[config.mk]
export PLATFORM = sky130hd
export DESIGN_NAME = wb_port_arbiter
export DESIGN_NICKNAME = d
export VERILOG_FILES = /design/src/rtl/wb_pkg.sv /design/src/rtl/wb_dst_mux.sv /design/src/rtl/wb_port_arbiter.sv
export SDC_FILE = /design/constraint.sdc
export NUM_CORES = 1
export LEC_CHECK = 0
export CORE_MARGIN = 8
export CORE_UTILIZATION = 42
export DETAILED_ROUTE_END_ITERATION = 7
export GPL_TIMING_DRIVEN = 0
export MAX_ROUTING_LAYER = met4
export PLACE_DENSITY = 0.84
export SLEW_MARGIN = 20
export SYNTH_ARGS = -nofsm -noshare
export SYNTH_HDL_FRONTEND = slang
export SYNTH_HIERARCHICAL = 1
export SYNTH_SLANG_ARGS = --single-unit
[constraint.sdc]
create_clock -name clk -period 11.2 [get_ports clk]
set_clock_uncertainty 0.2 [all_clocks]
set_input_delay 3.36 -clock clk [delete_from_list [all_inputs] [get_ports clk]]
set_output_delay 3.36 -clock clk [all_outputs]
set_load 0.05 [all_outputs]
[src/rtl/wb_pkg.sv]
// Shared definitions for the register-file writeback arbiter: requester ids,
// the $0 register constant and the raw writeback request bundle.
package wb_pkg;

    localparam int unsigned WB_DATA_W = 32;
    localparam int unsigned WB_ADDR_W = 5;

    localparam logic REQ_ALU  = 1'b0;
    localparam logic REQ_LOAD = 1'b1;

    localparam logic [WB_ADDR_W-1:0] REG_ZERO = 5'd0;

    typedef struct packed {
        logic [WB_ADDR_W-1:0] rt;
        logic [WB_ADDR_W-1:0] rd;
        logic                 dst_sel;
        logic [WB_DATA_W-1:0] data;
    } wb_req_t;

endpackage

[src/rtl/wb_dst_mux.sv]
// Destination register select: rd when dst_sel is set, rt otherwise.
module wb_dst_mux #(
    parameter int unsigned ADDR_W = 5
) (
    input  logic [ADDR_W-1:0] rt,
    input  logic [ADDR_W-1:0] rd,
    input  logic              dst_sel,
    output logic [ADDR_W-1:0] dst
);

    assign dst = dst_sel ? rd : rt;

endmodule

[src/rtl/wb_port_arbiter.sv]
// Two-requester arbiter for the single register-file write port.
// Define WB_ARB_RR_EN for round-robin contests; otherwise the load path always wins.
module wb_port_arbiter
    import wb_pkg::*;
#(
    parameter int unsigned DATA_W = 32,
    parameter int unsigned ADDR_W = 5
) (
    input  logic              clk,
    input  logic              rst_n,
    input  logic              flush,
    input  logic              req0_valid,
    output logic              req0_ready,
    input  logic [ADDR_W-1:0] req0_rt,
    input  logic [ADDR_W-1:0] req0_rd,
    input  logic              req0_dst_sel,
    input  logic [DATA_W-1:0] req0_data,
    input  logic              req1_valid,
    output logic              req1_ready,
    input  logic [ADDR_W-1:0] req1_rt,
    input  logic [ADDR_W-1:0] req1_rd,
    input  logic              req1_dst_sel,
    input  logic [DATA_W-1:0] req1_data,
    output logic              rf_we,
    output logic [ADDR_W-1:0] rf_waddr,
    output logic [DATA_W-1:0] rf_wdata,
    output logic              grant_id
);

    wb_req_t           req0, req1, gnt_req;
    logic              win_id;
    logic              gnt_id;
    logic              xfer;
    logic              wr_en;
    logic [ADDR_W-1:0] dst;

    logic              rf_we_q;
    logic [ADDR_W-1:0] rf_waddr_q;
    logic [DATA_W-1:0] rf_wdata_q;
    logic              grant_id_q;

    assign req0 = '{rt: req0_rt, rd: req0_rd, dst_sel: req0_dst_sel, data: req0_data};
    assign req1 = '{rt: req1_rt, rd: req1_rd, dst_sel: req1_dst_sel, data: req1_data};

`ifdef WB_ARB_RR_EN
    logic last_grant_q, last_grant_d;

    // Contest goes to whichever requester did not win the previous transfer.
    assign win_id = ~last_grant_q;

    always_comb begin
        last_grant_d = last_grant_q;
        if (xfer) begin
            last_grant_d = gnt_id;
        end
    end

    always_ff @(posedge clk) begin
        if (!rst_n) begin
            last_grant_q <= REQ_LOAD;
        end else begin
            last_grant_q <= last_grant_d;
        end
    end
`else
    assign win_id = REQ_LOAD;
`endif

    always_comb begin
        req0_ready = 1'b0;
        req1_ready = 1'b0;
        if (rst_n && !flush) begin
            if (req0_valid && req1_valid) begin
                req0_ready = (win_id == REQ_ALU);
                req1_ready = (win_id == REQ_LOAD);
            end else begin
                req0_ready = req0_valid;
                req1_ready = req1_valid;
            end
        end
    end

    assign xfer    = req0_ready | req1_ready;
    assign gnt_id  = req1_ready ? REQ_LOAD : REQ_ALU;
    assign gnt_req = (gnt_id == REQ_LOAD) ? req1 : req0;

    wb_dst_mux #(
        .ADDR_W (ADDR_W)
    ) u_dst_mux (
        .rt      (gnt_req.rt),
        .rd      (gnt_req.rd),
        .dst_sel (gnt_req.dst_sel),
        .dst     (dst)
    );

    // Writes to $0 are accepted but never reach the register file.
    assign wr_en = xfer && (dst != REG_ZERO);

    always_ff @(posedge clk) begin
        if (!rst_n) begin
            rf_we_q    <= 1'b0;
            rf_waddr_q <= '0;
            rf_wdata_q <= '0;
            grant_id_q <= REQ_ALU;
        end else begin
            rf_we_q <= wr_en;
            if (wr_en) begin
                rf_waddr_q <= dst;
                rf_wdata_q <= gnt_req.data;
                grant_id_q <= gnt_id;
            end
        end
    end

    assign rf_we    = rf_we_q;
    assign rf_waddr = rf_waddr_q;
    assign rf_wdata = rf_wdata_q;
    assign grant_id = grant_id_q;

endmodule

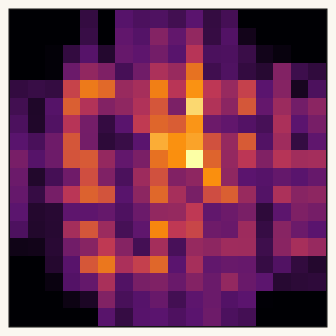
Fig. 1. Wire density map (run 1).
18 x 18 tiles, from black (low) to pale yellow (high), scaled to the fullest tile. Values are wire area over tile area, all layers added.
densest ninth of the die: centre
mean over tiles: 0.16
fullest tile: 0.55

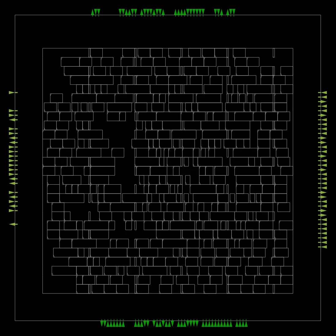
Fig. 2. Placed standard cells (run 1).
fin cells: 451
tap cell count: 72
fill cell count: 454

==> impl_metrics.json, run 1 <==
{
  "worstSetupPathType": "in2out",
  "antenna_found_initial": 0,
  "finalCriticalPeriod_ns": 9.12,
  "muxShareOfSynthArea_pct": 22.1,
  "most_common_cell": "dfxtp_1",
  "grt_pass1_wl_um": 13300,
  "synthAoiAreaFrac_pct": 27.6,
  "preCtsSetupSlack_ns": 2.06,
  "openroad.warnings": 26,
  "drtIter0Drc": 162,
  "clk_latency_ns": 0.28,
  "chipArea_mm2": 0.00839,
  "num_vias": 2514,
  "wl_um": 8350,
  "syn_area_mm2": 0.00240,
  "max_freq_mhz": 110,
  "antenna_cells": 0,
  "htree_levels": 2,
  "start_kind": "primary input",
  "grt_pass1_vias": 2642,
  "lay_top_count": "clkdlybuf4s50_1",
  "pin_count": 132,
  "io_buffers": 130,
  "syn_nets": 332,
  "synth-area-yosys_mm2": 0.00240,
  "edf_count": 0,
  "simple_gate_share_pct": 10.4,
  "pwr-share-clk_pct": 25.6,
  "synth_cells": 241,
  "largest_area_cell": "dfxtp_1",
  "wire_per_inst_um": 18.5,
  "clk_pin_slew_ns": 0.07,
  "combPwrFrac_pct": 37.0,
  "cp_max_fo": 10,
  "synthTopCellsByArea": "dfxtp_1 (33%), a2111oi_2 (17%), mux2i_1 (15%)",
  "rsz0062_at_grt": "false",
  "power.switching_uw": 143,
  "place_hpwl_um": 6490,
  "xor_share_pct": 0,
  "mostFrequentLayoutCells": "clkdlybuf4s50_1 (130), dfxtp_1 (39), mux2i_1 (35)",
  "path_cells": "clkdlybuf4s50_1 -> nand3b_1 -> buf_4 -> buf_2 -> buf_2 -> inv_1 -> clkdlybuf4s50_1",
  "critPathArrivalTime_ns": 5.56,
  "dr.pass1.iters": 4,
  "area_growth_pct": 62.3,
  "yosys-stat-cells": 241,
  "routed_via_density": 5.57,
  "clock_tree.buffer_depth": 2,
  "layout.nets": 469,
  "synth.logic.top_family": "AND-OR/OR-AND gates",
  "powerDensity_mw_per_mm2": 107,
  "p_total_uw": 417,
  "intPower_uw": 274,
  "synth_cell_types": 26,
  "period_used_pct": 81.4,
  "cts_tree": "built",
  "ys_async_sr_fraction_pct": 0,
  "leakage_uw": 0.00149,
  "synth_flops": 39,
  "die_h_um": 91.6,
  "cts.sinks": 39,
  "max_stage_delay_ns": 0.72,
  "ant_nets": 0,
  "grt_max_degree": 13,
  "drive_above_1_share_pct": 17.7,
  "hp-class": "reg2reg",
  "grt_overflow": 0,
  "initCoreUtil_pct": 43.6,
  "cts_made_buffers": 5,
  "synthFlopType": "dfxtp_1",
  "hold_viol": 0,
  "cts-hold-fix-buffers": 0,
  "maxCapViolCount": 0,
  "postSynthAreaPerCell_um2": 9.95,
  "worstMarginPinSlew_ns": 0.731,
  "status": "finished, final reports clean",
  "maxSlewViolCount": 0,
  "gp_congestion": 0.760,
  "adder_share_pct": 0,
  "setup_ws_ns": 2.08,
  "synth_seq_share_pct": 32.6,
  "core-area_mm2": 0.00551,
  "synthTopCellsByCount": "dfxtp_1 (39), mux2i_1 (35), a21oi_1 (32), a2111oi_2 (27), nor3_1 (24)",
  "postCtsSetupBuffers": 0
}
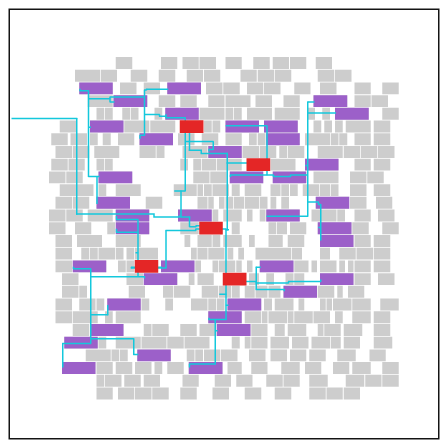
Fig. 3. Routed clock nets over the placement (run 1).
[red] clock-net drivers | count: 5
[purple] flip-flops | count: 39
[cyan] clock wires | length: 495 µm
routed clock nets: 6

run 1: cell families after synthesis:
logic type	Yosys count
buffers and inverters	35
and+or+nand+nor	46
AOI/OAI and AO/OA	70
DFF	39
muxes	51
run 1: worst max-delay path: cells and delay by family:
family	cells	cell delay [ns]
buffers and inverters	6	2.09
and+or+nand+nor	1	0.10
run 1: final cells by class:
cell class	instances	area, µm²
well taps	72	90.1
clock inverters	1	7.51
fillers	454	1610
flip-flops and latches	39	781
inverters	6	25.0
multi-input cells	167	1440
clock buffers	7	96.3
plain buffers	29	150
repair buffers	130	1300
run 1: metal layers:
layer  up-vias  GRT usage (%)  routed length [µm]  share of wire, %
li1       1208              -                   -                 -
met1      1194           21.8                3400                41
met2        94           35.0                4360                52
met3        18           4.12                 423               5.1
met4         0           6.00                 163               2.0
met5         -              -                   0                 0
run 1: stage by stage:
stage	utilization, %	hold WS (ns)	area [µm²]
global placement	68.8	0.245	3790
finish	70.7	0.280	3890
floorplan	-	0.470	2400
CTS	70.7	0.283	3890
detailed placement	68.8	0.270	3790
global route	70.7	0.309	3890
run 1: power by group through the flow:
| stage | sequential [µW] | clock [µW] | combinational, µW |
|---|---|---|---|
| final | 156 | 107 | 154 |
| after global routing | 157 | 112 | 163 |
| after CTS | 156 | 107 | 155 |
| after detailed placement | 159 | 0 | 155 |
| after global placement | 158 | 0 | 152 |
| after floorplan | 193 | 0 | 54.9 |
run 1: worst paths after layout:
path / from / endpoint / slack, ns / depth (start not counted)
max: flush / req1_ready / 2.08 / 7
min: rf_waddr[1] / rf_waddr[1] / 0.28 / 2
max reg2reg: grant_id / grant_id / 9.97 / 2
min reg2reg: rf_waddr[1] / rf_waddr[1] / 0.28 / 2
run 1: state kept, by name, indices dropped and copies added (netlist names):
register and cells:
rf_wdata 32, rf_waddr 5, grant_id 1, rf_we 1
Fig. 4: run 1, gate families picked out
Bar = 20 µm.
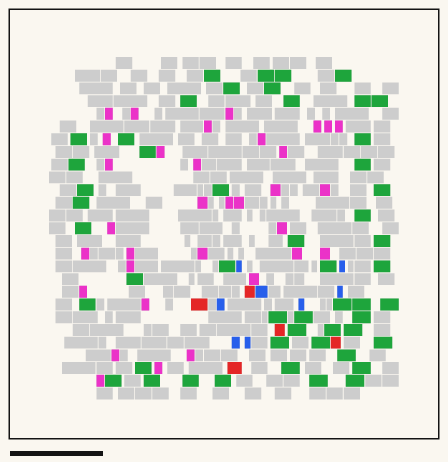

## Run 2: what changed since run 1
--- a/config.mk
+++ b/config.mk
@@ -6,11 +6,11 @@
 export NUM_CORES = 1
 export LEC_CHECK = 0
 export CORE_MARGIN = 8
-export CORE_UTILIZATION = 42
+export CORE_UTILIZATION = 35
 export DETAILED_ROUTE_END_ITERATION = 7
 export GPL_TIMING_DRIVEN = 0
 export MAX_ROUTING_LAYER = met4
-export PLACE_DENSITY = 0.84
+export PLACE_DENSITY = 0.75
 export SLEW_MARGIN = 20
 export SYNTH_ARGS = -nofsm -noshare
 export SYNTH_HDL_FRONTEND = slang
==> constraint.sdc (replaced) <==
create_clock -name clk -period 8.19 [get_ports clk]
set_clock_uncertainty 0.2 [all_clocks]
set_input_delay 2.457 -clock clk [delete_from_list [all_inputs] [get_ports clk]]
set_output_delay 2.457 -clock clk [all_outputs]
set_load 0.05 [all_outputs]
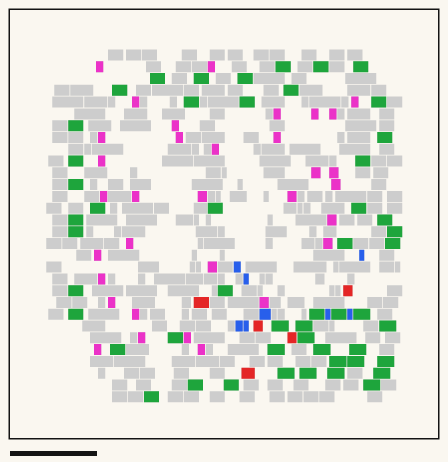
Fig. 5. Gate families picked out (run 2).
Bar = 20 µm.
[green] mux cells | cells: 51 | most used: mux2i_1 | where: widely spread
[blue] nand cells | cells: 8 | most used: nand2_1
[red] and/or cells | cells: 5 | most used: or2_2 | where: bottom centre
[magenta] nor cells | cells: 33 | most used: nor3_1

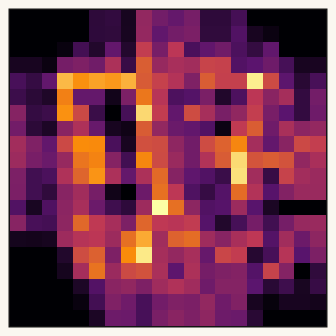
Fig. 6. Wire density map (run 2).
20 x 20 tiles, from black (low) to pale yellow (high), scaled to the fullest tile. Values are wire area over tile area, all layers added.
tiles over half the peak: 19%
emptiest ninth of the die: lower left
nearly empty tiles: 14%
mean over tiles: 0.13
fullest tile: 0.43

==> run 2 against run 1 <==
Critical path type unchanged. Wire length is 1.8% lower. Setup slack got worse by 1.2 ns. Die area grew 16%.
==> impl_metrics.json, run 2 <==
{
  "hp-class": "reg2reg",
  "crit_family": "buffers and inverters",
  "die_h_um": 98.8,
  "adder_share_pct": 0,
  "grt_pass1_wl_um": 13000,
  "worstMarginPinSlew_ns": 0.739,
  "grt_max_degree": 13,
  "syn_nets": 332,
  "area_growth_pct": 61.9,
  "gp_congestion": 0.714,
  "antenna_found_initial": 0,
  "start_kind": "primary input",
  "leakage_uw": 0.00149,
  "pin_count": 132,
  "clk_pin_slew_ns": 0.08,
  "crit_buf_inv": 4,
  "synth_flops": 39,
  "synth-area-yosys_mm2": 0.00240,
  "utilization_pct": 57.8,
  "hold_ws_ns": 0.267,
  "maxSlewViolCount": 0,
  "chipArea_mm2": 0.00976,
  "setup_ws_ns": 0.852,
  "status": "finished, final reports clean",
  "synthTopCellsByCount": "dfxtp_1 (39), mux2i_1 (35), a21oi_1 (32), a2111oi_2 (27), nor3_1 (24)",
  "openroad.warnings": 26,
  "postCtsSetupBuffers": 0,
  "synth.logic.top_family": "AND-OR/OR-AND gates",
  "muxShareOfSynthArea_pct": 22.1,
  "yosys-stat-cells": 241,
  "htree_levels": 2,
  "ys_async_sr_fraction_pct": 0,
  "max_stage_delay_ns": 0.80,
  "worstSetupPathType": "in2out",
  "cts_made_buffers": 5,
  "grt_overflow": 0,
  "largest_area_cell": "dfxtp_1",
  "initCoreUtil_pct": 35.7,
  "wire_per_inst_um": 17.9,
  "syn_area_mm2": 0.00240
}
## run 2: tightest hold or removal path, cell delays in order (launching register included)
cell and delay (ns):
dfxtp_1 0.31, nand2_1 0.05, mux2i_1 0.06
## run 2: layout make-up
cell class | instances | area (µm²)
Inverter | 6 | 25.0
Sequential cell | 39 | 781
Fill cell | 604 | 2840
Multi-Input combinational cell | 167 | 1440
Tap cell | 80 | 100
Clock inverter | 3 | 15.0
Clock buffer | 5 | 68.8
Timing Repair Buffer | 130 | 1300
Buffer | 29 | 150
## run 2: power by group
part	total [µW]	switching (µW)	internal, µW
Combinational	210	116	94.3
Clock	130	71.1	58.4
Sequential	213	9.59	203
Total	553	197	356
## run 2: metal layers
metal	track usage [%]	up-vias	wire length (µm)
met5	-	-	0
met4	3.66	0	80
met3	3.66	9	408
met2	29.0	86	4100
met1	19.1	1186	3610
li1	-	1211	-
## run 2: cell families after synthesis
group / Yosys count
AND-OR/OR-AND: 70
AND/OR/NAND/NOR: 46
flip-flops: 39
buffers and inverters: 35
multiplexers: 51
## run 2: final timing paths
kind	startpoint	end	cells past startpoint
min reg2reg	rf_waddr[1]	rf_waddr[1]	2
max	flush	req0_ready	6
min	rf_waddr[1]	rf_waddr[1]	2
max reg2reg	grant_id	grant_id	2
## run 2: metrics by stage
stage          cell area, µm²  total power (µW)  instances
2_1_floorplan            2400               339        241
3_3_place_gp             3800               425        451
3_5_place_dp             3800               429        451
4_1_cts                  3880               557        459
5_1_grt                  3880               579        459
6_report                 3880               553        459
Fig. 7: run 2, placed standard cells
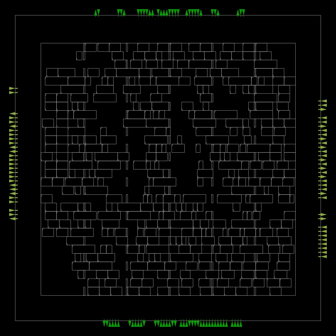

## Run 3: what changed since run 2
--- a/config.mk
+++ b/config.mk
@@ -6,11 +6,12 @@
 export NUM_CORES = 1
 export LEC_CHECK = 0
 export CORE_MARGIN = 8
-export CORE_UTILIZATION = 35
+export CORE_UTILIZATION = 36
+export CTS_BUF_LIST = sky130_fd_sc_hd__clkbuf_2 sky130_fd_sc_hd__clkbuf_4 sky130_fd_sc_hd__clkbuf_8
 export DETAILED_ROUTE_END_ITERATION = 7
 export GPL_TIMING_DRIVEN = 0
 export MAX_ROUTING_LAYER = met4
-export PLACE_DENSITY = 0.75
+export PLACE_DENSITY = 0.76
 export SLEW_MARGIN = 20
 export SYNTH_ARGS = -nofsm -noshare
 export SYNTH_HDL_FRONTEND = slang
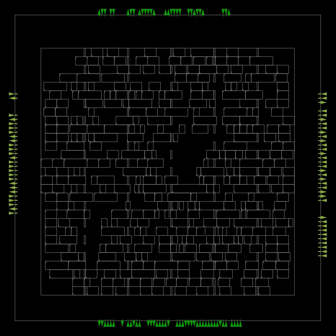
Fig. 8. Placed standard cells (run 3).
layout sequential cell count: 39
tap cell count: 77
# rows: 29
fraction of area in registers: 19.9%
post-route core utilization: 61.3%

==> run 3 against run 2 <==
Clock power rose by 32%. Hold slack got worse by 0.0073 ns. Sequential share of layout area fell by 0.15 points. Non-clock buffer count did not move. Combinational power barely moved. Sequential power barely moved. Synthesized cell count did not move. Fmax rose by 0.24%. Sequential cell count did not move. Area after synthesis did not move. Critical path type unchanged. Critical endpoint is now req1_ready. Highest routed layer unchanged.
==> impl_metrics.json, run 3 <==
{
  "power_frac_seq_pct": 35.9,
  "synthTopCellsByCount": "dfxtp_1 (39), mux2i_1 (35), a21oi_1 (32), a2111oi_2 (27), nor3_1 (24)",
  "dp.cells": 448,
  "syn_nets": 332,
  "ys_async_sr_fraction_pct": 0,
  "routed_via_density": 5.35,
  "io_buffers": 130,
  "largest_area_cell": "dfxtp_1",
  "grt_overflow": 0,
  "clk_latency_ns": 0.29,
  "max_freq_mhz": 137,
  "pwr-share-clk_pct": 28.8,
  "combPwrFrac_pct": 35.4,
  "num_vias": 2439,
  "wire_per_inst_um": 18.1,
  "period_used_pct": 89.4,
  "logic_area_mm2": 0.00144,
  "synth_cell_types": 26,
  "die_h_um": 97.6,
  "synthTopCellsByArea": "dfxtp_1 (33%), a2111oi_2 (17%), mux2i_1 (15%)",
  "power.switching_uw": 198,
  "layout.nets": 469,
  "openroad.warnings": 26,
  "synth-area-yosys_mm2": 0.00240,
  "crit_family": "buffers and inverters",
  "initCoreUtil_pct": 37.6,
  "drtIter0Drc": 87,
  "hold_ws_ns": 0.260,
  "cts.sinks": 39,
  "clock_tree.buffer_depth": 2,
  "synth_seq_share_pct": 32.6,
  "clk_pin_slew_ns": 0.07,
  "core-area_mm2": 0.00639,
  "grt_pass1_wl_um": 13500,
  "status": "finished, final reports clean",
  "antenna_cells": 0,
  "ant_nets": 0,
  "postCtsSetupBuffers": 0,
  "largest_reg_flops": 32,
  "antenna_found_initial": 0,
  "fin_area_mm2": 0.00391,
  "grt_max_degree": 13,
  "syn_area_mm2": 0.00240
}
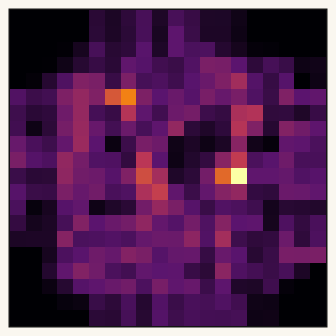
Fig. 9. Wire density map (run 3).
20 x 20 tiles, from black (low) to pale yellow (high), scaled to the fullest tile. Values are wire area over tile area, all layers added.
nearly empty tiles: 15%
fullest tile: 0.72
mean over tiles: 0.14
tiles over half the peak: 1.8%

run 3: final cells by class:
type                       instances  area share [%]
inverter                           6           0.639
sequential                        39            19.9
tap                               77            2.46
clock buffer                       6            2.11
timing repair buffer             130            33.2
clock inverter                     2           0.895
buffer                            29            3.84
multi-input combinational        167            36.9
run 3: cell families after synthesis:
group | after synthesis | synth area share, %
compound gates | 70 | 27.6
mux | 51 | 22.1
simple gates | 46 | 10.4
flops | 39 | 32.6
buf+inv | 35 | 7.30
run 3: worst register-to-register path, cell delays in order, from the launching register on:
cell	delay, ns
dfxtp_1	0.35
or4b_1	0.45
a31oi_1	0.19
run 3: through the flow:
stage / setup WS [ns] / power [µW]
2_1_floorplan: 1.76 / 339
3_3_place_gp: 0.855 / 425
3_5_place_dp: 0.855 / 429
4_1_cts: 0.856 / 598
5_1_grt: 0.743 / 620
6_report: 0.869 / 594
run 3: power groups by stage:
stage                     Clock, µW  Combinational (µW)  Sequential (µW)
after floorplan                   0                75.0              264
after global placement            0                 209              217
after detailed placement          0                 211              217
after CTS                       173                 212              213
after global routing            182                 224              215
final                           171                 210              213
run 3: worst paths after layout:
check                   start          end  slack, ns  cells past startpoint
setup reg to reg     grant_id     grant_id       6.92                      2
hold / removal    rf_waddr[3]  rf_waddr[3]       0.26                      2
hold reg to reg   rf_waddr[3]  rf_waddr[3]       0.26                      2
setup / recovery        flush   req1_ready       0.87                      7
run 3: per-layer routing:
layer  GRT usage [%]  part of all wire, %  up-vias
li1                -                    -     1211
met1            20.1                   44     1137
met2            29.5                   50       87
met3            4.34                  5.4        4
met4            2.91                 0.40        0
met5               -                    0        -

==> notes/layouts.md <==
Pictures saved along the way, in no particular order.

Layout detail.
picture 1
Bar = 10 µm. Window x 36 to 61, y 17 to 42 µm. Cells in grey, sequential cells in the stronger grey; small squares are vias.
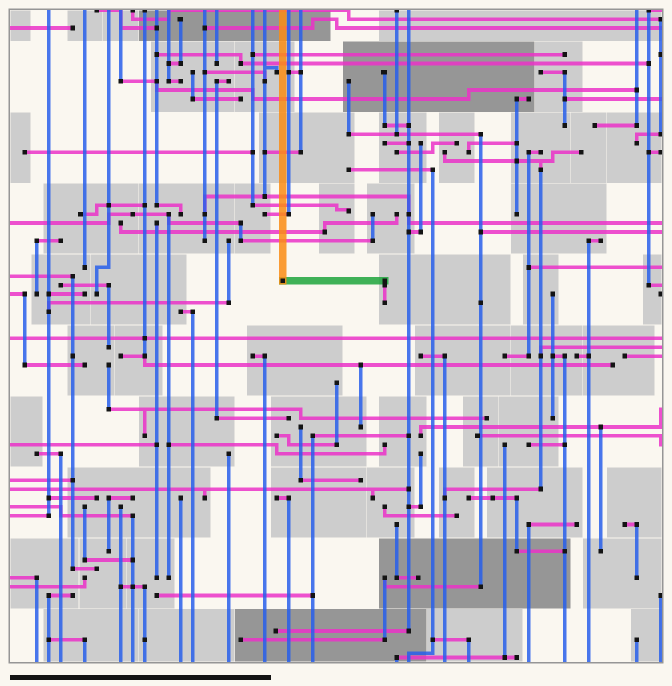
picture 2
Bar = 10 µm. Window x 37 to 62, y 17 to 42 µm. Cells in grey, sequential cells in the stronger grey; small squares are vias.
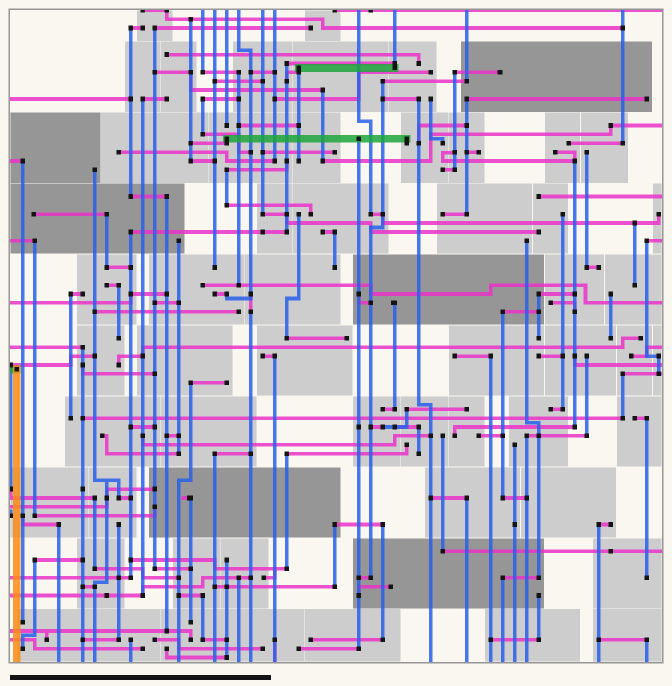
picture 3
Bar = 10 µm. Window x 33 to 58, y 15 to 40 µm. Cells in grey, sequential cells in the stronger grey; small squares are vias.
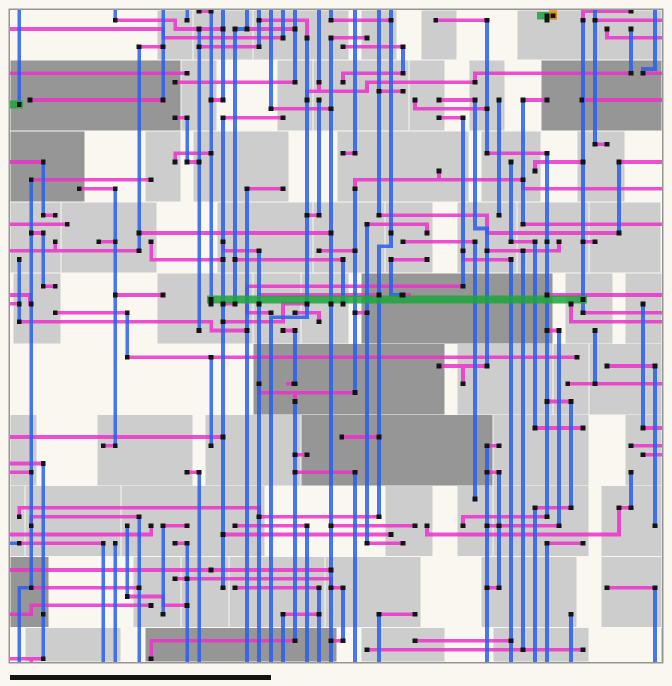
Picture 2 is run 2.
Picture 3 is run 1.
Picture 1 is run 3.

Key to picture 1:
[magenta] M1
[blue] M2
[orange] M4
[green] M3
most frequent: clkdlybuf4s50_1 (12), clkbuf_1 (4)
cells with their middle in the window: 46
netlist names of flops here include: rf_waddr (2), rf_we (1)
sequential cells in the window: 3

Power is estimated from default activity; no workload was simulated.
